==> run_1/wire_density.png <==
(4 px per um) 21 x 21 tiles, from dark purple (low) to yellow (high), scaled to the fullest tile. Values are wire area over tile area, all layers added.
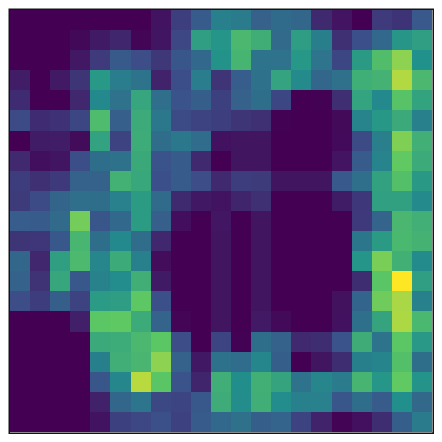
==> run_1/drive_strength.png <==
(2 px per um)
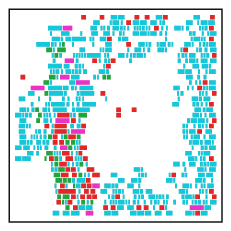
==> run_1/cell_classes.png <==
(4 px per um)
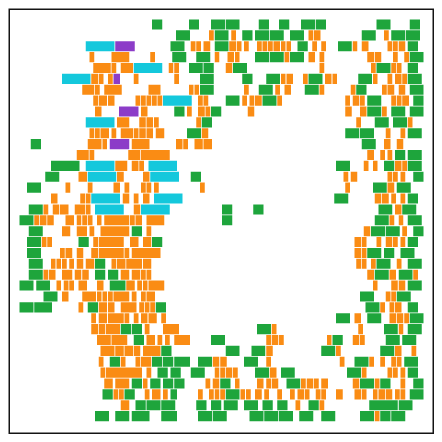
==> src/rtl/mcdf_arbiter_if.sv <==
// Bundle of the MCDF arbiter's slave-channel fields and its output stream.
// The master view belongs to the arbiter; the slave view drives channels and sinks the stream.
// Per-channel vectors are packed as {ch2, ch1, ch0}.
interface mcdf_arbiter_if #(
  parameter int DW = 32,
  parameter int CH = 3
);
  logic [CH-1:0]    slv_en;
  logic [2*CH-1:0]  slv_prio;
  logic [3*CH-1:0]  slv_len;
  logic [CH-1:0]    slv_req;
  logic [CH-1:0]    slv_val;
  logic [CH*DW-1:0] slv_data;
  logic [CH-1:0]    slv_ack;
  logic             out_val;
  logic [DW-1:0]    out_data;
  logic [1:0]       out_id;
  logic             out_first;
  logic             out_last;
  logic             out_rdy;
  logic             busy;

  modport master (
    input  slv_en, slv_prio, slv_len, slv_req, slv_val, slv_data, out_rdy,
    output slv_ack, out_val, out_data, out_id, out_first, out_last, busy
  );

  modport slave (
    output slv_en, slv_prio, slv_len, slv_req, slv_val, slv_data, out_rdy,
    input  slv_ack, out_val, out_data, out_id, out_first, out_last, busy
  );
endinterface

==> src/rtl/mcdf_arbiter.sv <==
// Purpose: picks one eligible channel by priority and forwards one fixed-length packet to the formatter.
// Latency: grant one cycle after a request is seen in IDLE; beats pass combinationally; one dead cycle between packets.
// Backpressure: out_rdy low or slv_val low stalls the beat counter; ack follows out_rdy for the granted channel.
// Optional feature: define MCDF_ARB_RR_EN for round-robin tie-breaking among equal priorities.
module mcdf_arbiter #(
  parameter int DW = 32,
  parameter int CH = 3
) (
  input logic           clk,
  input logic           rst,
  mcdf_arbiter_if.master bus
);

  typedef enum logic {IDLE = 1'b0, XFER = 1'b1} state_t;

  state_t        state;
  state_t        state_nxt;
  logic [1:0]    grant_q;
  logic [5:0]    len_q;
  logic [5:0]    cnt_q;
  logic [CH-1:0] elig;
  logic          win_vld;
  logic [1:0]    win;
  logic [5:0]    win_len;
  logic [1:0]    best_prio;
  logic          sel_val;
  logic [DW-1:0] sel_data;
  logic [CH-1:0] ack;
  logic          beat;
  logic          at_last;

`ifdef MCDF_ARB_RR_EN
  logic [1:0]    last_q;
`endif

  // Packet length code to beat count; codes above 3 saturate at 32.
  function automatic logic [5:0] len_decode(input logic [2:0] code);
    case (code)
      3'd0:    return 6'd4;
      3'd1:    return 6'd8;
      3'd2:    return 6'd16;
      default: return 6'd32;
    endcase
  endfunction

  assign elig = bus.slv_en & bus.slv_req;

  // Winner search: lowest priority value first, then the tie-break order.
  always_comb begin
    int idx;
    best_prio = 2'd3;
    win_vld   = 1'b0;
    win       = 2'd0;
    win_len   = 6'd4;
    idx       = 0;
    for (int i = 0; i < CH; i++) begin
      if (elig[i] && (!win_vld || bus.slv_prio[2*i +: 2] < best_prio)) begin
        win_vld   = 1'b1;
        best_prio = bus.slv_prio[2*i +: 2];
      end
    end
    win_vld = 1'b0;
`ifdef MCDF_ARB_RR_EN
    // Circular search starting just after the channel granted last.
    for (int k = 1; k <= CH; k++) begin
      idx = (int'(last_q) + k) % CH;
      if (!win_vld && elig[idx] && bus.slv_prio[2*idx +: 2] == best_prio) begin
        win_vld = 1'b1;
        win     = 2'(idx);
        win_len = len_decode(bus.slv_len[3*idx +: 3]);
      end
    end
`else
    // Fixed order: the lowest index wins a tie.
    for (int i = 0; i < CH; i++) begin
      idx = i;
      if (!win_vld && elig[idx] && bus.slv_prio[2*idx +: 2] == best_prio) begin
        win_vld = 1'b1;
        win     = 2'(idx);
        win_len = len_decode(bus.slv_len[3*idx +: 3]);
      end
    end
`endif
  end

  // Mux the granted channel's valid and data onto the internal path.
  always_comb begin
    sel_val  = 1'b0;
    sel_data = '0;
    for (int i = 0; i < CH; i++) begin
      if (grant_q == 2'(i)) begin
        sel_val  = bus.slv_val[i];
        sel_data = bus.slv_data[i*DW +: DW];
      end
    end
  end

  assign beat    = (state == XFER) && sel_val && bus.out_rdy;
  assign at_last = (cnt_q == len_q - 6'd1);

  // State register.
  always_ff @(posedge clk) begin
    if (rst) state <= IDLE;
    else     state <= state_nxt;
  end

  // Next state: grant from IDLE, return after the final beat transfers.
  always_comb begin
    state_nxt = state;
    case (state)
      IDLE:    if (win_vld) state_nxt = XFER;
      XFER:    if (beat && at_last) state_nxt = IDLE;
      default: state_nxt = IDLE;
    endcase
  end

  // Latch grant and length at the grant, count transferred beats after it.
  always_ff @(posedge clk) begin
    if (rst) begin
      grant_q <= 2'd0;
      len_q   <= 6'd4;
      cnt_q   <= 6'd0;
    end else if (state == IDLE && win_vld) begin
      grant_q <= win;
      len_q   <= win_len;
      cnt_q   <= 6'd0;
    end else if (beat) begin
      cnt_q   <= cnt_q + 6'd1;
    end
  end

`ifdef MCDF_ARB_RR_EN
  // Remember the most recent grant as the round-robin starting point.
  always_ff @(posedge clk) begin
    if (rst)                        last_q <= 2'd2;
    else if (state == IDLE && win_vld) last_q <= win;
  end
`endif

  // Ack steering: only the granted channel sees out_rdy.
  always_comb begin
    ack = '0;
    for (int i = 0; i < CH; i++) begin
      if (state == XFER && grant_q == 2'(i)) ack[i] = bus.out_rdy;
    end
  end

  // Outputs: everything quiet in IDLE, granted channel passed through in XFER.
  always_comb begin
    bus.slv_ack   = ack;
    bus.out_val   = 1'b0;
    bus.out_data  = '0;
    bus.out_id    = 2'd0;
    bus.out_first = 1'b0;
    bus.out_last  = 1'b0;
    bus.busy      = 1'b0;
    if (state == XFER) begin
      bus.out_val   = sel_val;
      bus.out_data  = sel_data;
      bus.out_id    = grant_q;
      bus.out_first = (cnt_q == 6'd0) && sel_val;
      bus.out_last  = at_last && sel_val;
      bus.busy      = 1'b1;
    end
  end

endmodule

==> src/flat_wrapper.sv <==
// flat-port wrapper written by rule: the top's interface ports become plain ports
module mcdf_arbiter_flat 
#(
  parameter int DW = 32,
  parameter int CH = 3
)
  (clk, rst, bus_slv_en, bus_slv_prio, bus_slv_len, bus_slv_req, bus_slv_val, bus_slv_data, bus_out_rdy, bus_slv_ack, bus_out_val, bus_out_data, bus_out_id, bus_out_first, bus_out_last, bus_busy);
  mcdf_arbiter_if #(.DW(DW), .CH(CH)) bus_i ();
  input logic clk;
  input logic rst;
  input wire logic [$bits(bus_i.slv_en)-1:0] bus_slv_en;
  input wire logic [$bits(bus_i.slv_prio)-1:0] bus_slv_prio;
  input wire logic [$bits(bus_i.slv_len)-1:0] bus_slv_len;
  input wire logic [$bits(bus_i.slv_req)-1:0] bus_slv_req;
  input wire logic [$bits(bus_i.slv_val)-1:0] bus_slv_val;
  input wire logic [$bits(bus_i.slv_data)-1:0] bus_slv_data;
  input wire logic [$bits(bus_i.out_rdy)-1:0] bus_out_rdy;
  output wire logic [$bits(bus_i.slv_ack)-1:0] bus_slv_ack;
  output wire logic [$bits(bus_i.out_val)-1:0] bus_out_val;
  output wire logic [$bits(bus_i.out_data)-1:0] bus_out_data;
  output wire logic [$bits(bus_i.out_id)-1:0] bus_out_id;
  output wire logic [$bits(bus_i.out_first)-1:0] bus_out_first;
  output wire logic [$bits(bus_i.out_last)-1:0] bus_out_last;
  output wire logic [$bits(bus_i.busy)-1:0] bus_busy;
  assign bus_i.slv_en = bus_slv_en;
  assign bus_i.slv_prio = bus_slv_prio;
  assign bus_i.slv_len = bus_slv_len;
  assign bus_i.slv_req = bus_slv_req;
  assign bus_i.slv_val = bus_slv_val;
  assign bus_i.slv_data = bus_slv_data;
  assign bus_i.out_rdy = bus_out_rdy;
  assign bus_slv_ack = bus_i.slv_ack;
  assign bus_out_val = bus_i.out_val;
  assign bus_out_data = bus_i.out_data;
  assign bus_out_id = bus_i.out_id;
  assign bus_out_first = bus_i.out_first;
  assign bus_out_last = bus_i.out_last;
  assign bus_busy = bus_i.busy;
  mcdf_arbiter #(.DW(DW), .CH(CH)) u_core (.clk(clk), .rst(rst), .bus(bus_i));
endmodule
==> config.mk <==
export PLATFORM = sky130hd
export DESIGN_NAME = mcdf_arbiter_flat
export DESIGN_NICKNAME = d
export VERILOG_FILES = /design/src/rtl/mcdf_arbiter_if.sv /design/src/rtl/mcdf_arbiter.sv /design/src/flat_wrapper.sv
export SDC_FILE = /design/constraint.sdc
export NUM_CORES = 1
export LEC_CHECK = 0
export ABC_AREA = 1
export CAP_MARGIN = 20
export CELL_PAD_IN_SITES_DETAIL_PLACEMENT = 0
export CELL_PAD_IN_SITES_GLOBAL_PLACEMENT = 1
export CORE_MARGIN = 2
export CORE_UTILIZATION = 21
export CTS_CLUSTER_SIZE = 16
export DETAILED_ROUTE_END_ITERATION = 6
export PLACE_DENSITY = 0.91
export SYNTH_ARGS = -nofsm -noshare
export SYNTH_HDL_FRONTEND = slang
export SYNTH_SLANG_ARGS = --single-unit
==> constraint.sdc <==
create_clock -name clk -period 3.07 [get_ports clk]
set_clock_uncertainty 0.15 [all_clocks]
set_input_delay 0.4605 -clock clk [delete_from_list [all_inputs] [get_ports clk]]
set_output_delay 0.4605 -clock clk [all_outputs]
set_load 0.03 [all_outputs]
==> flow_metrics.env, run 1 <==
# flow metrics
export IMPL_maxCapViolations=0
export IMPL_netlist_area_sq_mm=0.002168
export IMPL_run_status="finished, final reports clean"
export IMPL_critPathRequiredTime_ns=3.11
export IMPL_num_vias=3302
export IMPL_synth_top_flop_cell="dfxtp_1"
export IMPL_place_inst=732
export IMPL_yosys_warnings=0
export IMPL_swShare_pct=41.21
export IMPL_die_width_um=105.6
export IMPL_place_congestion=0.7870
export IMPL_first_global_vias=3155
export IMPL_pwr_share_seq_pct=18.9
export IMPL_path_depth=25
export IMPL_wl_met1_mm=3.821
export IMPL_cts_tree="done"
export IMPL_p_switching_mw=0.4060
export IMPL_maxSlewHeadroom_pct=67.44
export IMPL_common_cells="nand2_1, nand3_1, inv_1, nor2_1, dfxtp_1"
export IMPL_first_pass_iters=5
export IMPL_cts_root_buffer="clkbuf_8"
export IMPL_clk_pin_slew_worst_paths_ns=0.06
export IMPL_path_buffers=3
export IMPL_edf_count=0
export IMPL_hold_viol_final=0
export IMPL_syn_inst=424
export IMPL_layout_min_cycle_time_ns=2.932
export IMPL_warning_count=27
export IMPL_drt_vias_per_instance=4.450
export IMPL_synth_area_leader_cell="nand2_1"
export IMPL_drtIter0Drc=154
export IMPL_critical_path_top_delay_family="simple AND/OR/NAND/NOR gates"
export IMPL_total_power_mw=0.9852
export IMPL_ys_types=33
export IMPL_ant_nets=0
export IMPL_grt_overflow_total=0
export IMPL_grt_max_degree=33
export IMPL_htree_num_levels=1
About wire_density.png:
The emptiest ninth of the die: middle. 22% of the tiles are nearly empty. 21% of the tiles are over half the peak. The mean over all tiles is 0.13. The fullest tile reaches 0.46.

About drive_strength.png:
Key: drive 6 and up = magenta [cells 11, share 1.8%]; drive 1 or less = cyan [cells 480, share 79%, most used nand2_1]; drive 2 = green [cells 37, share 6.1%, most used nand2_2]; drive 3 to 4 = red [cells 78, share 13%, most used buf_4]
Area Growth Syn to Fin: 97.46%
count of non-CTS buffers in the layout: 195

About cell_classes.png:
Key: clock drivers and dummy loads = purple [cells 4]; flops = cyan [cells 13]; other buffers and delay cells = green [cells 195]; all other logic = orange [cells 394]
Seq/total area: 6.078%
final instance area: 0.004282 sq mm
Finished Core Util: 42.04%
core area: 0.01018 sq mm
num rows: 37

run 1: tightest hold or removal path, delay by kind of cell (launching register included):
family           cells  cell delay, ns
DFF                  1            0.32
and+or+nand+nor      2            0.13
run 1: per-layer routing:
layer,up-vias,GRT usage (%)
met2,112,28.57
met5,-,0
met1,1487,16.97
met3,11,1.855
li1,1692,-
met4,0,2.068
run 1: cells by family after synthesis:
group           count (synthesis)  synth area share, %
buf+inv                        93                16.62
simple gates                  290                61.05
xor+xnor                        6                2.424
flops                          13                12.00
fa+ha+maj                       5                2.885
compound gates                 17                5.020
run 1: cell type report:
| class | count | area [sq um] |
|---|---|---|
| fillers | 1077 | 5903 |
| well taps | 136 | 170.2 |
| clock inverters | 1 | 5.005 |
| multi-input cells | 319 | 1708 |
| repair buffers | 195 | 1813 |
| flip-flops and latches | 13 | 260.3 |
| inverters | 75 | 284.0 |
| clock buffers | 3 | 41.29 |
run 1: power by group through the flow:
stage          logic [mW]  registers, mW  clock network, mW
2_1_floorplan       0.306          0.188                  0
4_1_cts             0.621          0.186              0.158
5_1_grt             0.703          0.187              0.168
3_5_place_dp        0.609          0.190                  0
3_3_place_gp        0.601          0.190                  0
6_report            0.645          0.186              0.154
run 1: registers in the layout, indices dropped and copies added (netlist names):
| signal | count |
|---|---|
| u_core.cnt_q | 6 |
| u_core.len_q | 4 |
| u_core.grant_q | 2 |
| u_core.state | 1 |
run 1: cells in the final DEF (no fill, tap or decap), types with 2 or more instances in the layout:
cell | synthesis | layout
nor2_2 | 4 | 8
nand2_8 | 0 | 3
or2_2 | 2 | 2
ha_1 | 5 | 4
buf_6 | 1 | 3
nand2_4 | 2 | 6
inv_1 | 72 | 70
a21oi_2 | 2 | 2
nand2_1 | 144 | 136
nand3_1 | 88 | 84
clkdlybuf4s50_1 | 0 | 121
dfxtp_1 | 13 | 13
inv_2 | 2 | 3
buf_12 | 0 | 2
o21ai_0 | 5 | 5
o211ai_1 | 2 | 2
nand2_2 | 10 | 12
dlymetal6s2s_1 | 0 | 2
buf_4 | 1 | 65
xnor2_1 | 2 | 2
nor2_1 | 22 | 16
xor2_1 | 4 | 4
nand4_1 | 3 | 3
clkbuf_8 | 0 | 3
nor3_1 | 7 | 7
nor2_4 | 0 | 2
a21oi_1 | 5 | 5
nand3_2 | 3 | 5
nand3_4 | 1 | 3
run 1: how the worst min path moves through the flow:
stage	start	to	slack, ns	cells after the start
after floorplan	u_core.len_q[5]$_SDFFE_PP0P_	u_core.len_q[5]$_SDFFE_PP0P_	0.31	2
after global placement	u_core.len_q[5]$_SDFFE_PP0P_	u_core.len_q[5]$_SDFFE_PP0P_	0.34	2
after detailed placement	u_core.len_q[3]$_SDFFE_PP0P_	u_core.len_q[3]$_SDFFE_PP0P_	0.34	2
after CTS	u_core.len_q[3]$_SDFFE_PP0P_	u_core.len_q[3]$_SDFFE_PP0P_	0.35	2
after global routing	u_core.len_q[5]$_SDFFE_PP0P_	u_core.len_q[5]$_SDFFE_PP0P_	0.39	2
final	u_core.len_q[3]$_SDFFE_PP0P_	u_core.len_q[3]$_SDFFE_PP0P_	0.34	2
## Run 2: what changed since run 1
--- a/config.mk
+++ b/config.mk
@@ -5,7 +5,7 @@
 export SDC_FILE = /design/constraint.sdc
 export NUM_CORES = 1
 export LEC_CHECK = 0
-export ABC_AREA = 1
+export ABC_AREA = 0
 export CAP_MARGIN = 20
 export CELL_PAD_IN_SITES_DETAIL_PLACEMENT = 0
 export CELL_PAD_IN_SITES_GLOBAL_PLACEMENT = 1
@@ -13,7 +13,8 @@
 export CORE_UTILIZATION = 21
 export CTS_CLUSTER_SIZE = 16
 export DETAILED_ROUTE_END_ITERATION = 6
-export PLACE_DENSITY = 0.91
+export PLACE_DENSITY = 0.89
+export SKIP_CTS_REPAIR_TIMING = 1
 export SYNTH_ARGS = -nofsm -noshare
 export SYNTH_HDL_FRONTEND = slang
 export SYNTH_SLANG_ARGS = --single-unit
==> run 2 against run 1 <==
The flow now finishes with violations (setup timing). Core utilization is 1.9 points higher. First-iteration DRC count is 60% lower. Non-clock buffer count is 10 higher. Sequential share of layout area is 0.096 points higher. Wire length is 3.7% lower. Worst setup slack worse by 0.35 ns. Final cell count is 15% lower. Global-route usage is 0.50 points lower. Critical endpoint unchanged.
==> flow_metrics.env, run 2 <==
# flow metrics
export IMPL_simple_gate_share_pct=32.20
export IMPL_finalSetupViolations=13
export IMPL_critPathRequiredTime_ns=3.10
export IMPL_grt_overflow_total=0
export IMPL_edf_count=0
export IMPL_num_vias=2907
export IMPL_place_congestion=0.8231
export IMPL_drt_vias_per_instance=4.614
export IMPL_die_width_um=102.9
export IMPL_violations="setup timing"
export IMPL_first_pass_iters=4
export IMPL_drtIter0Drc=61
export IMPL_aoi_share_pct=23.05
export IMPL_placementRows=36
export IMPL_top_register="u_core.cnt_q"
export IMPL_total_power_mw=1.146
export IMPL_synth_area_leader_cell="mux2i_1"
export IMPL_maxSlewHeadroom_pct=63.14
export IMPL_layout_min_cycle_time_ns=3.283
export IMPL_ys_types=46
export IMPL_common_cells="nor2_1, a21oi_1, mux2i_1, dfxtp_1, clkbuf_1"
export IMPL_yosys_warnings=0
export IMPL_synth_top_flop_cell="dfxtp_1"
export IMPL_ant_nets=0
export IMPL_synthAdderAreaFrac_pct=3.049
export IMPL_run_status="complete, but fails checks"
export IMPL_coreArea_sq_mm=0.009639
export IMPL_synthTopLogicFamily="simple AND/OR/NAND/NOR gates"
export IMPL_final_net_count=626
export IMPL_maxCapViolations=0
export IMPL_htree_num_levels=1
export IMPL_cts_root_buffer="clkbuf_8"
export IMPL_largest_reg_flops=6
export IMPL_syn_inst=306
export IMPL_reg_top3="u_core.cnt_q (6), u_core.len_q (4), u_core.grant_q (2)"
export IMPL_cpMostUsedCell="ha_4"
export IMPL_xor_area_share_pct=6.402
export IMPL_setup_slack_ns=-0.2127
export IMPL_first_global_vias=2745
export IMPL_netlist_area_sq_mm=0.002052
export IMPL_cts_tree="done"
[run 2: cell types whose count changed in the layout (fill, tap and decap cells not counted), sizes merged, moves of 7 or more]
cell and change:
or3 +7, mux2i +34, nor2 +61, nand2 -146
buf +10, xnor2 +7, inv -64, a21oi +37
nand3 -88
[run 2: power breakdown]
group	switching, mW	internal, mW	total (mW)
Clock	0.0665	0.0898	0.156
Sequential	0.0291	0.180	0.209
Combinational	0.376	0.405	0.781
Total	0.472	0.674	1.15
[run 2: worst max-delay path, delay by kind of cell]
| kind | cells | cell delay (ns) |
|---|---|---|
| adders and majority gates | 2 | 0.53 |
| buffers and inverters | 4 | 0.47 |
| and+or+nand+nor | 4 | 0.67 |
| xor gates and xnor gates | 1 | 0.11 |
| AOI/OAI and AO/OA | 7 | 1.07 |
[run 2: path summary, 6_finish.rpt]
check / from / endpoint / depth (start not counted) / slack [ns]
max: bus_slv_en[0] / u_core.len_q[5]$_SDFFE_PP0P_ / 18 / -0.21
min: u_core.len_q[5]$_SDFFE_PP0P_ / u_core.len_q[5]$_SDFFE_PP0P_ / 2 / 0.32
max reg2reg: u_core.grant_q[0]$_SDFFE_PP0P_ / u_core.cnt_q[5]$_SDFFE_PP0P_ / 8 / 0.71
min reg2reg: u_core.len_q[5]$_SDFFE_PP0P_ / u_core.len_q[5]$_SDFFE_PP0P_ / 2 / 0.32
[run 2: stage by stage]
| step | cell area [sq um] | std cells | utilization, % | hold WS [ns] |
|---|---|---|---|---|
| global placement | 4041 | 616 | 41.93 | 0.3235 |
| CTS | 4088 | 620 | 42.41 | 0.3300 |
| detailed placement | 4041 | 616 | 41.93 | 0.3220 |
| finish | 4235 | 630 | 43.94 | 0.3229 |
| global route | 4235 | 630 | 43.94 | 0.3653 |
| floorplan | 2147 | 306 | - | 0.2918 |
[run 2: logic make-up after synthesis]
group,after synthesis
buf+inv,29
compound gates,71
xor+xnor,15
flops,13
mux,34
fa+ha+maj,5
simple gates,139
[run 2: per-layer routing]
layer	vias to the layer above	wire length (um)	GRT usage (%)	part of all wire [%]
li1	1456	-	-	-
met1	1337	3432	15.55	41
met2	109	4213	28.21	50
met3	5	757	2.169	9.0
met4	0	44	2.530	0.52
met5	-	0	0	0
[run 2: cell type report]
type | instances | area [sq um]
sequential | 13 | 261.5
clock inverter | 1 | 5.005
clock buffer | 3 | 41.29
timing repair buffer | 205 | 1899
tap | 133 | 166.4
inverter | 11 | 57.56
fill | 968 | 5404
multi-input combinational | 264 | 1804
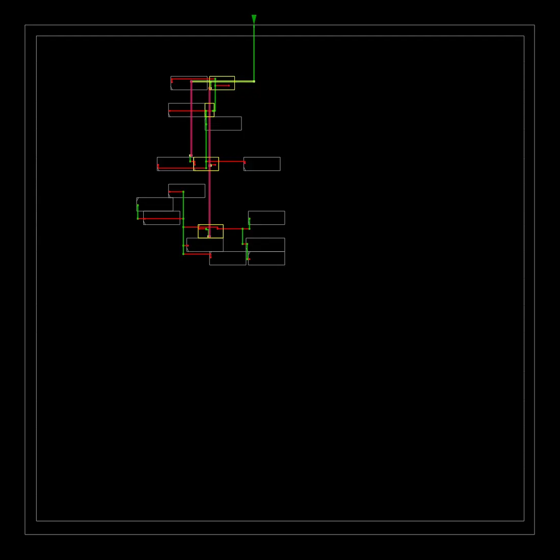
(run_2/final_clocks.png)
flop count: 13
clk latency late pin: 0.25 ns
clock sink count: 13

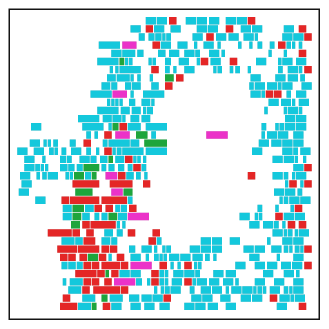
(run_2/drive_strength.png)
(3 px per um)
Area Growth Syn to Fin: 106.4%
final instance area: 0.004235 sq mm
Final WS setup: -0.2127 ns
count of non-CTS buffers in the layout: 205

## Run 3: what changed since run 2
--- a/config.mk
+++ b/config.mk
@@ -13,7 +13,8 @@
 export CORE_UTILIZATION = 21
 export CTS_CLUSTER_SIZE = 16
 export DETAILED_ROUTE_END_ITERATION = 6
-export PLACE_DENSITY = 0.89
+export PLACE_DENSITY_LB_ADDON = 0.05
+export REMOVE_ABC_BUFFERS = 1
 export SKIP_CTS_REPAIR_TIMING = 1
 export SYNTH_ARGS = -nofsm -noshare
 export SYNTH_HDL_FRONTEND = slang
==> run 3 against run 2 <==
The run still ends with setup timing left. Synthesized cell count stayed put. Clock power hardly changed. Critical path depth is 1 lower. Combinational power is 3.1% higher. Clock-buffer cell count is 1 higher. First-iteration DRC count is 1.6% higher. Power is 1.5% higher. Wire length is 9.8% higher. Core utilization is 0.73 points higher. Synthesized area stayed put. Flip-flop count stayed put. Worst hold slack better by 0.0091 ns.
==> flow_metrics.env, run 3 <==
# flow metrics
export IMPL_run_status="complete, but fails checks"
export IMPL_critPathRequiredTime_ns=3.10
export IMPL_hp_start="u_core.len_q[5]$_SDFFE_PP0P_"
export IMPL_edf_count=0
export IMPL_area_growth_pct=109.8
export IMPL_top_register="u_core.cnt_q"
export IMPL_path_max_fanout=5
export IMPL_reg_top3="u_core.cnt_q (6), u_core.len_q (4), u_core.grant_q (2)"
export IMPL_clk_pin_slew_worst_paths_ns=0.06
export IMPL_rr_startpoint="u_core.grant_q[1]$_SDFFE_PP0P_"
export IMPL_cts_root_buffer="clkbuf_8"
export IMPL_drtIter0Drc=62
export IMPL_drt_vias_per_instance=4.550
export IMPL_grt_pass1_wl_mm=12.97
export IMPL_clock_sinks=13
export IMPL_syn_inst=306
export IMPL_die_width_um=102.9
export IMPL_total_power_mw=1.163
export IMPL_clock_latency_late_pin_ns=0.24
export IMPL_synth_area_yosys_sq_mm=0.002052
export IMPL_dieArea_sq_mm=0.01058
export IMPL_setup_slack_ns=-0.2715
export IMPL_first_global_vias=2569
export IMPL_maxSlewHeadroom_pct=69.03
export IMPL_ant_nets=0
export IMPL_place_congestion=0.8859
export IMPL_ys_types=46
export IMPL_common_cells="nor2_1, a21oi_1, mux2i_1, dfxtp_1, clkbuf_1"
export IMPL_num_vias=2862
export IMPL_io_pins=164
export IMPL_maxCapViolations=0
export IMPL_rr_endpoint="u_core.cnt_q[5]$_SDFFE_PP0P_"
export IMPL_min_path_cells=2
export IMPL_htree_num_levels=1
export IMPL_finalSetupViolations=13
export IMPL_final_net_count=625
export IMPL_whs_endpoint="u_core.len_q[5]$_SDFFE_PP0P_"
export IMPL_yosys_warnings=0
export IMPL_largest_reg_flops=6
export IMPL_r2r_cells=8
export IMPL_violations="setup timing"
export IMPL_n_fill_cell=1009
export IMPL_r2r_slack_ns=0.73
export IMPL_synth_top_flop_cell="dfxtp_1"
export IMPL_cts_tree="done"
==> run 3: cell counts after synthesis <==
Identical to the previous run, type by type.
==> run 3: cells by family (layout without fill, tap and decap cells) <==
group,after synthesis,after routing,share of synthesized area (%)
adder cells (fa/ha/maj),5,5,3.049
flip-flops,13,13,12.68
AND/OR/NAND/NOR,139,140,32.20
buffers and inverters,29,218,6.036
AND-OR/OR-AND,71,71,23.05
XOR/XNOR,15,15,6.403
multiplexers,34,34,16.59
==> run 3: worst max path at each step <==
stage	start	to	slack [ns]	cells after the start
3_5_place_dp	bus_slv_prio[1]	u_core.len_q[2]$_SDFFE_PP1P_	-1.30	16
6_report	bus_slv_prio[1]	u_core.len_q[5]$_SDFFE_PP0P_	-0.27	17
2_1_floorplan	u_core.grant_q[1]$_SDFFE_PP0P_	bus_out_first	-0.83	5
5_1_grt	bus_slv_en[0]	u_core.len_q[3]$_SDFFE_PP0P_	-0.39	17
4_1_cts	bus_slv_prio[1]	u_core.len_q[3]$_SDFFE_PP0P_	-1.05	16
3_3_place_gp	bus_slv_prio[1]	u_core.len_q[3]$_SDFFE_PP0P_	-1.16	16
==> run 3: cell type report <==
class | instances | area (sq um) | share of cell area (%)
inverters | 11 | 43.79 | 1.017
repair buffers | 203 | 1867 | 43.36
well taps | 133 | 166.4 | 3.865
multi-input cells | 265 | 1922 | 44.64
clock buffers | 4 | 45.04 | 1.046
flip-flops and latches | 13 | 261.5 | 6.074
==> run 3: power by group <==
part	total, mW	internal, mW	leakage [nW]	switching, mW
Sequential	0.205	0.180	0.106	0.0254
Combinational	0.805	0.412	1.63	0.393
Clock	0.153	0.0917	0.0228	0.0614
==> run 3: critical path, stage by stage <==
cell	delay [ns]
buf_6	0.10
inv_4	0.05
nand3_4	0.07
inv_2	0.08
ha_4	0.22
a211oi_4	0.27
o22ai_2	0.16
ha_4	0.28
a21oi_2	0.14
o21ai_2	0.09
a32oi_4	0.25
xnor2_2	0.13
nor4b_4	0.38
buf_4	0.22
a21oi_1	0.05
a221o_1	0.30
a21oi_2	0.11
==> run 3: routing by layer <==
layer | GRT usage, % | part of all wire [%] | vias up
li1 | - | - | 1455
met1 | 18.85 | 43 | 1292
met2 | 28.00 | 48 | 113
met3 | 4.068 | 9.2 | 2
met4 | 1.215 | 0.16 | 0
met5 | 0 | 0 | -
==> run 3: metrics by stage <==
step / setup WS (ns) / cell area, sq um / cells / hold WS (ns) / utilization (%)
3_3_place_gp: -1.155 / 3914 / 615 / 0.3164 / 40.60
4_1_cts: -1.050 / 3959 / 619 / 0.3279 / 41.07
6_report: -0.2715 / 4305 / 629 / 0.3319 / 44.67
2_1_floorplan: -0.8309 / 1969 / 288 / 0.2873 / -
5_1_grt: -0.3944 / 4305 / 629 / 0.3573 / 44.67
3_5_place_dp: -1.296 / 3914 / 615 / 0.3200 / 40.60
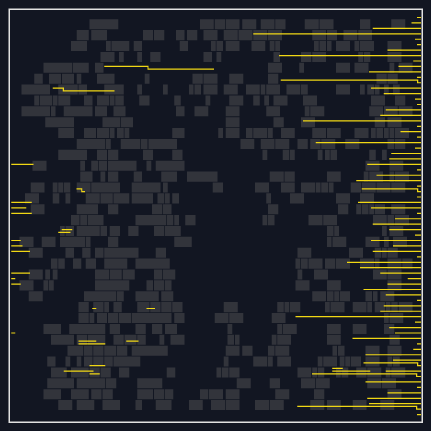
(run_3/met3.png)
(4 px per um)
The longest straight run is 41.6 um. The layer holds 9.3% of the routed length. The layer carries 858 um of wire.

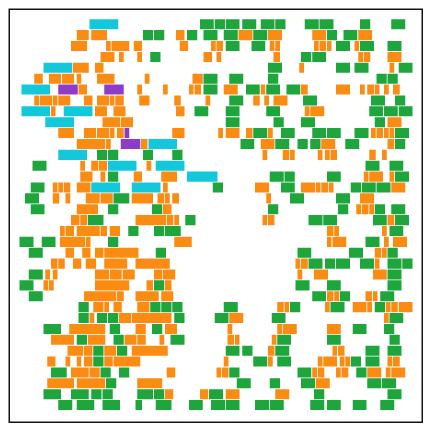
(run_3/cell_classes.png)
(4 px per um)
Key: clock drivers and dummy loads = purple [cells 4]; all other logic = orange [cells 276]; other buffers and delay cells = green [cells 203]; flops = cyan [cells 13]
core area: 0.009639 sq mm
num rows: 36
Finished Core Util: 44.67%

Power is estimated from default activity; no workload was simulated.
